Fig. 1: run 1, signal metal coverage by tile
(3 px per um) 16 x 17 tiles, from dark purple (low) to yellow (high), scaled to the fullest tile. Values are wire area over tile area, all layers added.
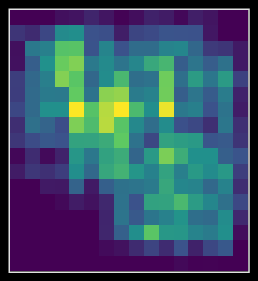
Fig. 2: run 1, routed metal, one color a layer
(4 px per um) Two of the layers only.
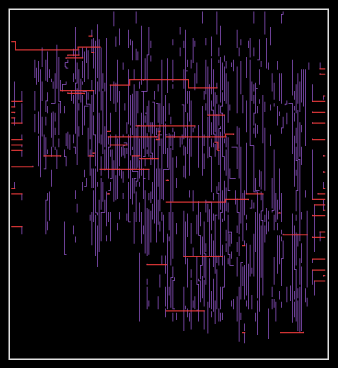
Fig. 3: run 1, placed standard cells
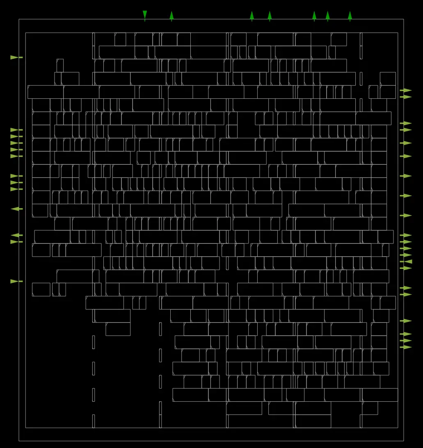
==> config.mk <==
export PLATFORM = sky130hd
export DESIGN_NAME = otl_spi_slave_flat
export DESIGN_NICKNAME = d
export VERILOG_FILES = /design/src/rtl/otl_spi_slave_if.sv /design/src/rtl/otl_spi_slave.sv /design/src/flat_wrapper.sv
export SDC_FILE = /design/constraint.sdc
export NUM_CORES = 1
export LEC_CHECK = 0
export ABC_AREA = 1
export CORE_ASPECT_RATIO = 1.1
export CORE_MARGIN = 1
export CORE_UTILIZATION = 49
export DETAILED_ROUTE_END_ITERATION = 8
export PLACE_DENSITY = 0.84
export RECOVER_POWER = 100
export SYNTH_ARGS = -nofsm -noshare
export SYNTH_HDL_FRONTEND = slang
export SYNTH_SLANG_ARGS = --single-unit
==> constraint.sdc <==
create_clock -name sys_clk -period 1.3 [get_ports sys_clk]
set_input_delay 0.26 -clock sys_clk [delete_from_list [all_inputs] [get_ports sys_clk]]
set_output_delay 0.26 -clock sys_clk [all_outputs]
set_load 0.01 [all_outputs]
==> out/metrics.json <==
{
  "setup_repair_after_global_routing_missed_its_margin": "true",
  "power.density_nw_per_um2": 1120,
  "core_util_floorplan": 0.515,
  "critical_path_required_ps": 1590,
  "topCellsByArea": "sky130_fd_sc_hd__dfxtp_1, sky130_fd_sc_hd__a21oi_1, sky130_fd_sc_hd__nor2_1, sky130_fd_sc_hd__nor3_2, sky130_fd_sc_hd__nand2_1",
  "layout.cells.most_common": "sky130_fd_sc_hd__dfxtp_1",
  "critical_path.slowest_cell": "sky130_fd_sc_hd__dfxtp_4",
  "synth_unique_cells": 29,
  "cts_htree_levels": 3,
  "stage_log_warnings": 29,
  "die_w_um": 79.4,
  "netlist_area_um2": 3230,
  "cts_root_buf": "sky130_fd_sc_hd__clkbuf_8",
  "tightest_slew_ps": 651,
  "postSynthRegisterBits": 75,
  "grt_max_degree": 27,
  "timing.setup.critical_path_class": "reg2reg",
  "io_buffer_count": 40,
  "cpPeakStageDelay_ps": 370,
  "post-route-period-util": 1.02,
  "critPathBufInv": 2,
  "path_common_cell": "sky130_fd_sc_hd__nand4_1",
  "yosys_area_um2": 3230,
  "synthesis.instances": 397,
  "placement.setup.worst_slack_ps": -41.4,
  "critPathTopFamily": "simple AND/OR/NAND/NOR gates",
  "multiplexer_area_fraction_after_synthesis": 0.00310,
  "dp_hpwl_um": 4510,
  "antenna_found_initial": 0,
  "detail_route.vias_per_cell": 5.40,
  "drt-pass1-iter-count": 4,
  "placementRows": 30,
  "report.final.slew_viol_count": 0,
  "worst-r2r-setup-slack_ps": -30,
  "cts_made_buffers": 9,
  "synth.yosys.warnings": 0,
  "cts.sink_count": 75,
  "tns_ps": -28.8,
  "layout-area-overhead-vs-synth_pct": 27.5,
  "critical_path_cell_list": "ha_4 -> inv_2 -> nand4_1 -> buf_4 -> nand3_4 -> nand4_1 -> nand2_1",
  "timing.critical_path.depth": 7,
  "fin_worst_skew_ps": 11.2,
  "static-leakage-power_nw": 1.70,
  "first_global_vias": 2703,
  "ir_worst_vdd_uv": 604,
  "fp_nets": 413,
  "worst_ep_arrival_time_ps": 1620,
  "final_layout_top_logic_cells": "sky130_fd_sc_hd__dfxtp_1, sky130_fd_sc_hd__a21oi_1, sky130_fd_sc_hd__nor2_1, sky130_fd_sc_hd__nand2_1, sky130_fd_sc_hd__dlygate4sd2_1",
  "gr-total-overflow": 0,
  "finalPower_mw": 4.59,
  "nFillCells": 513,
  "failing_checks": "negative setup slack",
  "netlist.top_cell.by_area": "sky130_fd_sc_hd__dfxtp_1",
  "layout-drive-gt1-share": 0.257,
  "remaining_drc_errors": 0,
  "top_level_pins": 41,
  "status": "finished, violations left",
  "routabilityCongestion": 0.923,
  "largest_register_ff_count": 24,
  "post_synth_simple_gate_area": 0.281,
  "hold_path_class": "in2reg",
  "clkSlewWorstSetupHoldPaths_ps": 70,
  "synthesis.area_per_instance_um2": 8.13,
  "holdBufCountCts": 0,
  "finalCriticalPeriod_ps": 1330,
  "antennaDiodeCount": 0,
  "post-route-worst-setup-slack_ps": -28.8,
  "yosys.area_share.aoi": 0.163,
  "yosysCellCount": 397,
  "top_logic_kind": "simple AND/OR/NAND/NOR gates",
  "die_footprint_um2": 6920,
  "total_count_of_hold_check_failures_in_the_final_report": 0,
  "detailedRoute.firstIterationViolations": 181,
  "final_nets": 467,
  "hold_depth": 3,
  "max_cap_violations": 0,
  "route.antenna.remaining_nets": 0,
  "die.size.y_um": 87.1,
  "worstRegToRegCells": 7,
  "post-synth-top-area-fraction": 0.465,
  "first_pass_grt_wire_length_um": 11900,
  "synth_sequential_area_ratio": 0.465,
  "setup_violations": 1,
  "finish.utilization": 0.656,
  "critPathCaptureType": "flop",
  "clock_insertion_delay_worst_skew_ps": 350,
  "clk_path_buf_depth": 2,
  "cts_tree": "yes",
  "fmaxAchievable_mhz": 753,
  "timing.critical_path.fanout_max": 8,
  "critical_path.startpoint_type": "flop"
}
-- Fig. 1 (at the start) --
18% of the tiles are nearly empty. The emptiest ninth of the die: lower left. The densest ninth of the die: center.
combined global-route utilization of all metal layers: 0.222
final WL: 7060 um
average routed wire per standard cell: 13.2 um
via count: 2894

-- Fig. 2 (at the start) --
Red stands for met3, wire length 285 um. Purple stands for met2, wire length 3590 um.

-- Fig. 3 (at the start) --
Well-Tap Cells: 80
number of non-filler instances in the completed layout: 536
Core ar.: 6270 um2

run 1: area by class of cell:
| class | instances | area, um2 | share of cell area |
|---|---|---|---|
| clock buffers | 10 | 138 | 0.0334 |
| clock inverters | 6 | 65.1 | 0.0158 |
| inverters | 32 | 120 | 0.0292 |
| multi-input cells | 269 | 1600 | 0.389 |
| flip-flops and latches | 75 | 1520 | 0.369 |
| well taps | 80 | 100 | 0.0243 |
| repair buffers | 64 | 572 | 0.139 |
run 1: metal layers:
metal,routed length (um),share of wire,up-vias,track usage
li1,-,-,1436,-
met1,2980,0.42,1352,0.250
met2,3590,0.51,88,0.384
met3,284,0.040,18,0.0660
met4,210,0.030,0,0.106
met5,0,0,-,0
run 1: worst min-delay path: stages:
cell and delay (ps):
sky130_fd_sc_hd__clkbuf_1 110, sky130_fd_sc_hd__buf_4 220, sky130_fd_sc_hd__nor2_1 110
run 1: what timing repair did:
action	CTS	global route
gates cloned	0	0
buffers inserted	3	1
pin swaps	2	20
resized	45	44
endpoints found under the setup margin	50	36
run 1: where the power goes:
group / internal, mW / switching, mW
clock network: 0.938 / 0.872
logic: 0.156 / 0.218
registers: 2.36 / 0.0540
total: 3.45 / 1.14
run 1: cells in the mapped netlist:
master	instances
sky130_fd_sc_hd__o21ai_2	1
sky130_fd_sc_hd__nand3_4	2
sky130_fd_sc_hd__o21ai_0	22
sky130_fd_sc_hd__inv_1	27
sky130_fd_sc_hd__nor2_8	2
sky130_fd_sc_hd__a21oi_1	70
sky130_fd_sc_hd__nand2_2	5
sky130_fd_sc_hd__dfxtp_1	75
sky130_fd_sc_hd__nor2_4	1
sky130_fd_sc_hd__ha_1	3
sky130_fd_sc_hd__nand3_1	7
sky130_fd_sc_hd__o21ai_1	8
sky130_fd_sc_hd__inv_2	5
sky130_fd_sc_hd__buf_1	3
sky130_fd_sc_hd__nand2_1	46
sky130_fd_sc_hd__a21oi_4	1
sky130_fd_sc_hd__buf_6	4
sky130_fd_sc_hd__clkbuf_1	7
sky130_fd_sc_hd__mux2i_1	1
sky130_fd_sc_hd__nand3_2	3
sky130_fd_sc_hd__buf_2	3
sky130_fd_sc_hd__nand3b_1	1
sky130_fd_sc_hd__nand4_1	10
sky130_fd_sc_hd__nor3_1	6
sky130_fd_sc_hd__nor2_2	1
sky130_fd_sc_hd__nand2_4	3
sky130_fd_sc_hd__nor2_1	56
sky130_fd_sc_hd__buf_4	4
sky130_fd_sc_hd__nor3_2	20
run 1: cell families (layout without fill, tap and decap cells):
group                    Yosys count  count (layout)
AND/OR/NAND/NOR                  163             163
AND-OR/OR-AND                    102             102
flip-flops                        75              75
buffers and inverters             53             112
adder cells (fa/ha/maj)            3               3
multiplexers                       1               1
run 1: stage by stage:
step / cell area, um2 / hold slack (ps)
detailed placement: 3790 / 396
finish: 4120 / 384
CTS: 4030 / 325
global route: 4120 / 382
global placement: 3790 / 391
floorplan: 3230 / 367
No activity file was given, so power comes from the tool's default toggle rates.
